--- src/rtl/fft_pkg.sv ---
// Shared constants, FSM state type and butterfly address arithmetic for the
// in-place radix-2 DIT FFT stage sequencer.
package fft_pkg;

  localparam int unsigned DefLog2n = 8;
  localparam int unsigned DefN     = 1 << DefLog2n;
  localparam int unsigned DefBfLat = 3;
  localparam int unsigned AddrMaxW = 16;

  typedef enum logic [1:0] {StIdle, StRun, StDrain, StDone} fft_state_e;

  typedef struct packed {
    logic [AddrMaxW-1:0] a;
    logic [AddrMaxW-1:0] b;
    logic [AddrMaxW-1:0] tw;
  } fft_addr_t;

  // Butterfly k of a stage pairs a and a + 2^stage; bit 'stage' of a is always
  // clear, so the add reduces to an OR.
  function automatic fft_addr_t fft_addrs(input int unsigned log2n, input int unsigned stage,
                                          input int unsigned k);
    int unsigned span_mask;
    int unsigned pos;
    int unsigned grp;
    fft_addr_t   r;
    span_mask = (32'd1 << stage) - 32'd1;
    pos       = k & span_mask;
    grp       = k >> stage;
    r.a       = AddrMaxW'((grp << (stage + 32'd1)) | pos);
    r.b       = r.a | AddrMaxW'(32'd1 << stage);
    r.tw      = AddrMaxW'(pos << (log2n - 32'd1 - stage));
    return r;
  endfunction

endpackage

--- src/rtl/fft_addr_delay.sv ---
// Fixed-latency shift register carrying a read strobe and address pair to the
// write-back side of the butterfly pipeline.
module fft_addr_delay
  import fft_pkg::*;
#(
  parameter int unsigned Depth = 3,
  parameter int unsigned AddrW = 8
) (
  input  logic             clk,
  input  logic             rst,
  input  logic             valid_i,
  input  logic [AddrW-1:0] addr_a_i,
  input  logic [AddrW-1:0] addr_b_i,
  output logic             valid_o,
  output logic [AddrW-1:0] addr_a_o,
  output logic [AddrW-1:0] addr_b_o
);

  localparam int unsigned W = 2 * AddrW + 1;

  logic [Depth-1:0][W-1:0] sr_q;

  always_ff @(posedge clk or negedge rst) begin
    if (!rst) begin
      sr_q <= '0;
    end else begin
      sr_q[0] <= {valid_i, addr_a_i, addr_b_i};
      for (int unsigned i = 1; i < Depth; i++) begin
        sr_q[i] <= sr_q[i-1];
      end
    end
  end

  assign {valid_o, addr_a_o, addr_b_o} = sr_q[Depth-1];

endmodule

--- src/rtl/fft_stage_ctrl.sv ---
// Stage sequencer for the in-place radix-2 DIT FFT: issues butterfly read,
// twiddle and latency-matched write-back addresses, draining between stages.
module fft_stage_ctrl
  import fft_pkg::*;
#(
  parameter int unsigned LOG2N  = DefLog2n,
  parameter int unsigned BF_LAT = DefBfLat,
  localparam int unsigned StageW = (LOG2N > 1) ? $clog2(LOG2N) : 1
) (
  input  logic              clk,
  input  logic              rst,
  input  logic              start,
  output logic              busy,
  output logic              done,
  output logic [StageW-1:0] stage,
  output logic              rd_en,
  output logic [LOG2N-1:0]  rd_addr_a,
  output logic [LOG2N-1:0]  rd_addr_b,
  output logic [LOG2N-2:0]  tw_addr,
  output logic              wr_en,
  output logic [LOG2N-1:0]  wr_addr_a,
  output logic [LOG2N-1:0]  wr_addr_b
);

  localparam int unsigned KW = LOG2N - 1;
  localparam logic [KW-1:0] KLast = '1;
  localparam logic [StageW-1:0] StageLast = StageW'(LOG2N - 1);
  localparam logic [3:0] DrainLast = 4'(BF_LAT - 1);

  fft_state_e        state_q, state_d;
  logic [StageW-1:0] stage_q, stage_d;
  logic [KW-1:0]     k_q, k_d;
  logic [3:0]        drain_q, drain_d;
  fft_addr_t         addr;
  logic              unused_addr;

  always_ff @(posedge clk or negedge rst) begin
    if (!rst) begin
      state_q <= StIdle;
      stage_q <= '0;
      k_q     <= '0;
      drain_q <= '0;
    end else begin
      state_q <= state_d;
      stage_q <= stage_d;
      k_q     <= k_d;
      drain_q <= drain_d;
    end
  end

  always_comb begin
    state_d = state_q;
    stage_d = stage_q;
    k_d     = k_q;
    drain_d = drain_q;
    case (state_q)
      StIdle: begin
        if (start) begin
          state_d = StRun;
          stage_d = '0;
          k_d     = '0;
        end
      end
      StRun: begin
        k_d = k_q + 1'b1;
        if (k_q == KLast) begin
          state_d = StDrain;
          drain_d = '0;
        end
      end
      StDrain: begin
        drain_d = drain_q + 1'b1;
        if (drain_q == DrainLast) begin
          if (stage_q == StageLast) begin
            state_d = StDone;
          end else begin
            state_d = StRun;
            stage_d = stage_q + 1'b1;
            k_d     = '0;
          end
        end
      end
      StDone:  state_d = StIdle;
      default: state_d = StIdle;
    endcase
  end

  always_comb begin
    addr = fft_addrs(LOG2N, 32'(stage_q), 32'(k_q));
  end

  assign unused_addr = ^{addr.a[AddrMaxW-1:LOG2N], addr.b[AddrMaxW-1:LOG2N],
                         addr.tw[AddrMaxW-1:LOG2N-1]};

  // Outputs are a registered decode of the FSM, one cycle behind its state.
  always_ff @(posedge clk or negedge rst) begin
    if (!rst) begin
      rd_en     <= 1'b0;
      busy      <= 1'b0;
      done      <= 1'b0;
      stage     <= '0;
      rd_addr_a <= '0;
      rd_addr_b <= '0;
      tw_addr   <= '0;
    end else begin
      rd_en <= (state_q == StRun);
      busy  <= (state_q == StRun) || (state_q == StDrain);
      done  <= (state_q == StDone);
      stage <= stage_q;
      if (state_q == StRun) begin
        rd_addr_a <= addr.a[LOG2N-1:0];
        rd_addr_b <= addr.b[LOG2N-1:0];
        tw_addr   <= addr.tw[LOG2N-2:0];
      end
    end
  end

  fft_addr_delay #(
    .Depth(BF_LAT),
    .AddrW(LOG2N)
  ) u_wr_delay (
    .clk     (clk),
    .rst     (rst),
    .valid_i (rd_en),
    .addr_a_i(rd_addr_a),
    .addr_b_i(rd_addr_b),
    .valid_o (wr_en),
    .addr_a_o(wr_addr_a),
    .addr_b_o(wr_addr_b)
  );

endmodule

--- config.mk ---
export PLATFORM = sky130hd
export DESIGN_NAME = fft_stage_ctrl
export DESIGN_NICKNAME = d
export VERILOG_FILES = /design/src/rtl/fft_pkg.sv /design/src/rtl/fft_addr_delay.sv /design/src/rtl/fft_stage_ctrl.sv
export SDC_FILE = /design/constraint.sdc
export NUM_CORES = 1
export LEC_CHECK = 0
export CAP_MARGIN = 20
export CORE_AREA = 2 2 101 103
export DETAILED_ROUTE_END_ITERATION = 12
export DIE_AREA = 0 0 103 105
export GPL_TIMING_DRIVEN = 0
export PLACE_DENSITY = 0.76
export SYNTH_ARGS = -nofsm -noshare
export SYNTH_HDL_FRONTEND = slang
export SYNTH_SLANG_ARGS = --single-unit
--- constraint.sdc ---
create_clock -name clk -period 8.2 [get_ports clk]
set_clock_uncertainty 0.2 [all_clocks]
set_input_delay 1.23 -clock clk [delete_from_list [all_inputs] [get_ports clk]]
set_output_delay 1.23 -clock clk [all_outputs]
set_load 0.01 [all_outputs]
Run 1, metal layers overlaid:
Scale bar: 20 um.
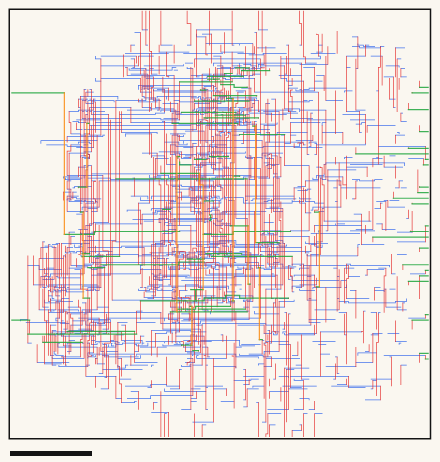
legend:
  metal 3:
    colour: green
    wire_length: 594 um
  metal 4:
    colour: orange
    wire_length: 277 um
  metal 2:
    colour: red
    wire_length: 5000 um
  metal 1:
    colour: blue
    wire_length: 4240 um
DR vias: 3364
wirelength, routed: 10100 um
routed wire length per instance: 16.8 um
combined global-route utilization of all metal layers: 20.1%

Run 1, sizing map:
Scale bar: 20 um.
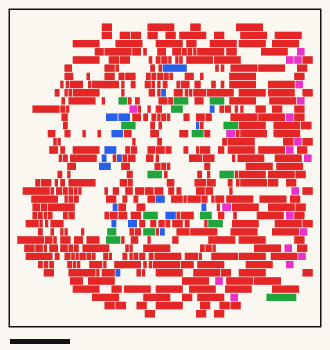
legend:
  _2 cells:
    colour: blue
    cells: 19
    share: 4.1%
    most_used: buf_2
  _3 and _4 cells:
    colour: magenta
    cells: 20
    share: 4.3%
    most_used: buf_4
  _6 and larger:
    colour: green
    cells: 16
    share: 3.4%
    most_used: clkbuf_8
  _0 and _1 cells:
    colour: red
    cells: 413
    share: 88%
    most_used: dfrtp_1
layout overhead on the synthesized area: 19.9%
post-route worst setup slack: 4.69 ns
design area: 0.00516 mm2

Run 1, signal wires on met4:
Supply wires on this layer in grey. Cells faint in the background.
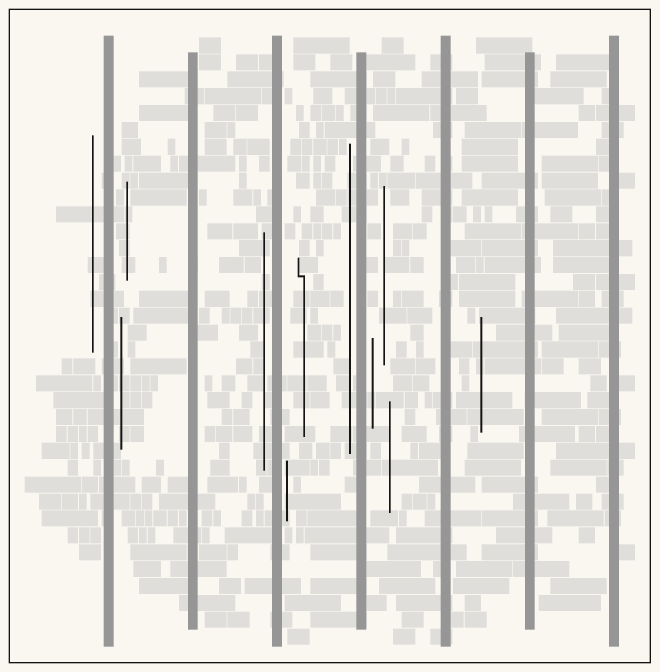
share of all routed wire: 2.7%
main direction: vertical

==> results.txt, run 1 <==
Figures from the implementation reports.

- The flow ran to the end, and the final reports show no timing, DRC or antenna violations.
- Cells with a size suffix above 1 make up 11.8% of the layout.
- In the synthesized netlist, the number of instances is 403.
- The combined flip-flop and latch cell area is 0.00240 mm2.
- For reference, the clock transition at the flip-flops on the worst setup and hold paths is 0.10 ns.
- The type of the worst setup path reads reg2reg.
- In the layout the commonest cells are 96 x sky130_fd_sc_hd__dfrtp_1, 47 x sky130_fd_sc_hd__clkdlybuf4s50_1, 37 x sky130_fd_sc_hd__nor2_1.
- The leftover overflow at the end of global routing is 0.
- The x dimension of the die is 103 um.
- The final tally of setup violations is 0.
- Per the layout report, the design carries 91 non-clock buffers.
- Per the synthesis report, the XOR/XNOR share of the synthesized area is 0.407%.
- The number of placed instances with taps included reads 585.
- The data required time of the worst path is 8.28 ns.
- The worst-case vdd ir drop reads 0.192 mV.
- The share of synthesized area spent on multiplexers reads 3.49%.
- Sorting the synthesized cells by how often they occur yields 96 x sky130_fd_sc_hd__dfrtp_1, 37 x sky130_fd_sc_hd__nor2_1, 30 x sky130_fd_sc_hd__nand2_1, 26 x sky130_fd_sc_hd__a21oi_1, 17 x sky130_fd_sc_hd__buf_4.
- In this run, the synthesized area fraction spent on AND-OR/OR-AND gates is recorded as 15.7%.
- The register bank with the most flops reads u_wr_delay.sr_q.
- The top-area cell type share of the netlist area reads 55.8%.
## run 1: worst max-delay path, stage by stage (launching register included)
cell and delay, ns:
sky130_fd_sc_hd__dfrtp_1 0.41, sky130_fd_sc_hd__buf_2 0.21, sky130_fd_sc_hd__buf_2 0.24, sky130_fd_sc_hd__inv_1 0.07, sky130_fd_sc_hd__buf_2 0.20, sky130_fd_sc_hd__ha_1 0.32, sky130_fd_sc_hd__nand2b_1 0.22, sky130_fd_sc_hd__ha_1 0.28
sky130_fd_sc_hd__nor2b_1 0.19, sky130_fd_sc_hd__mux2i_1 0.37, sky130_fd_sc_hd__nand2_1 0.10, sky130_fd_sc_hd__mux4_2 0.47, sky130_fd_sc_hd__o22ai_1 0.16
## run 1: layer usage
layer	vias up	share of wire (%)	wire [um]
met5	-	0	0
met4	0	2.7	277
met3	24	5.9	594
met2	130	49	5000
met1	1667	42	4240
li1	1543	-	-
## run 1: final timing paths
| path | startpoint | end | slack (ns) | cells past startpoint |
|---|---|---|---|---|
| worst max register to register | stage_q[0] | tw_addr[5] | 4.69 | 12 |
| max in group asynchronous | rst | u_wr_delay.sr_q[19] | 6.55 | 2 |
| worst min register to register | u_wr_delay.sr_q[3] | u_wr_delay.sr_q[20] | 0.15 | 0 |
| worst max-delay path | stage_q[0] | tw_addr[5] | 4.69 | 12 |
| min in group asynchronous | rst | u_wr_delay.sr_q[33] | 0.61 | 1 |
| worst min-delay path | u_wr_delay.sr_q[3] | u_wr_delay.sr_q[20] | 0.15 | 0 |
## run 1: report_power, final
part	leakage, nW	switching (mW)	internal (mW)
Sequential	1.17	0.109	0.680
Combinational	0.947	0.520	0.421
Clock	0.0980	0.170	0.117
Total	2.22	0.798	1.22
==> run 2, diff against run 1 <==
--- a/config.mk
+++ b/config.mk
@@ -10,7 +10,7 @@
 export DETAILED_ROUTE_END_ITERATION = 12
 export DIE_AREA = 0 0 103 105
 export GPL_TIMING_DRIVEN = 0
-export PLACE_DENSITY = 0.76
+export PLACE_DENSITY = 0.79
 export SYNTH_ARGS = -nofsm -noshare
 export SYNTH_HDL_FRONTEND = slang
 export SYNTH_SLANG_ARGS = --single-unit
==> constraint.sdc (replaced) <==
create_clock -name clk -period 3.21 [get_ports clk]
set_clock_uncertainty 0.2 [all_clocks]
set_input_delay 0.4815 -clock clk [delete_from_list [all_inputs] [get_ports clk]]
set_output_delay 0.4815 -clock clk [all_outputs]
set_load 0.01 [all_outputs]
Run 2, placement view:
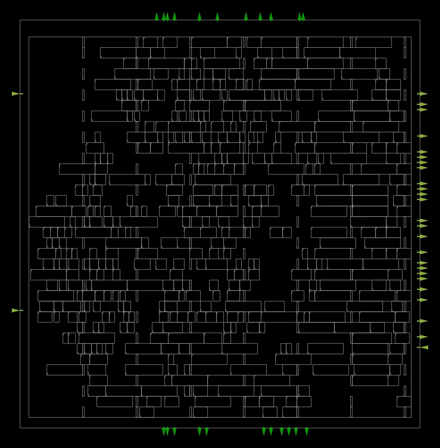
sequential share of cell area: 46.0%
Post-Layout Cell Count: 600
num sequential: 96
# Taps: 133
final core utilization: 54.2%

==> results.txt, run 2 <==
Figures from the implementation reports.

- The number of placed instances with taps included reads 585.
- The run finished with clean final reports.
- After synthesis, the share of cell area in mux cells is 3.49%.
- Of the cells placed in the final design, the portion with a size suffix greater than 1 is 13.7%.
- The library cells used most frequently in the layout, excluding fill and tap cells, are 94 x sky130_fd_sc_hd__dfrtp_1, 47 x sky130_fd_sc_hd__clkdlybuf4s50_1, 37 x sky130_fd_sc_hd__nor2_1.
- The AND-OR/OR-AND share of the synthesized area is 15.7%.
- The final design area excluding fillers is 0.00523 mm2.
- The data required time of the worst path is 3.31 ns.
- The CTS clock-pin slew for the worst setup and hold paths is 0.10 ns.
- The switching power as a share of total power is 39.9%.
- The part of the power in the clock network reads 14.7%.
- After synthesis, the most frequently instantiated cells are 96 x sky130_fd_sc_hd__dfrtp_1, 37 x sky130_fd_sc_hd__nor2_1, 30 x sky130_fd_sc_hd__nand2_1, 26 x sky130_fd_sc_hd__a21oi_1, 17 x sky130_fd_sc_hd__buf_4.
- The worst-case setup margin in the final layout reads 0.0999 ns.
- The power dissipated in sequential cells is 2.01 mW.
- The number of vias after detailed routing reads 3368.
- The synthesized netlist cell count is 403.
- Per the power-grid run, VDD falls by no more than 0.366 mV.
- The routed design shows a wire length per standard cell of 17.8 um.
- The total internal power is 3.19 mW.
- The final tally of setup violations is 0.
run 2: cell counts after synthesis:
Identical to the previous run, type by type.
run 2: path summary, 6_finish.rpt:
| check | start | end | slack [ns] | cells after the start |
|---|---|---|---|---|
| setup / recovery | stage_q[0] | tw_addr[5] | 0.1 | 11 |
| hold / removal | u_wr_delay.sr_q[27] | u_wr_delay.addr_a_o[2] | 0.15 | 0 |
| hold reg to reg | u_wr_delay.sr_q[27] | u_wr_delay.addr_a_o[2] | 0.15 | 0 |
| setup reg to reg | stage_q[0] | tw_addr[5] | 0.1 | 11 |
| max in group asynchronous | rst | u_wr_delay.sr_q[10] | 1.71 | 3 |
| min in group asynchronous | rst | u_wr_delay.addr_a_o[6] | 0.43 | 2 |
run 2: routing by layer:
layer  up-vias  GRT usage, %  routed length, um
met5         -             0                  0
met4         0          7.61                265
met3        25          3.95                547
met2       138          33.9               5300
met1      1656          27.3               4580
li1       1549             -                  -
run 2: worst max-delay path, stage by stage (launching register included):
cell                       delay, ns
sky130_fd_sc_hd__dfrtp_2        0.46
sky130_fd_sc_hd__clkbuf_4       0.23
sky130_fd_sc_hd__inv_1          0.09
sky130_fd_sc_hd__buf_2          0.27
sky130_fd_sc_hd__ha_4           0.24
sky130_fd_sc_hd__nand2b_4       0.08
sky130_fd_sc_hd__ha_1           0.26
sky130_fd_sc_hd__nor2b_1        0.17
sky130_fd_sc_hd__mux2i_2        0.31
sky130_fd_sc_hd__nand2_1        0.09
sky130_fd_sc_hd__mux4_2         0.47
sky130_fd_sc_hd__o22ai_1        0.16
run 2: cells by family after synthesis:
family,after synthesis
buffers and inverters,58
xor gates and xnor gates,2
muxes,13
DFF,96
adders and majority gates,14
AOI/OAI and AO/OA,100
and+or+nand+nor,120
Power and IR drop assume default switching activity.
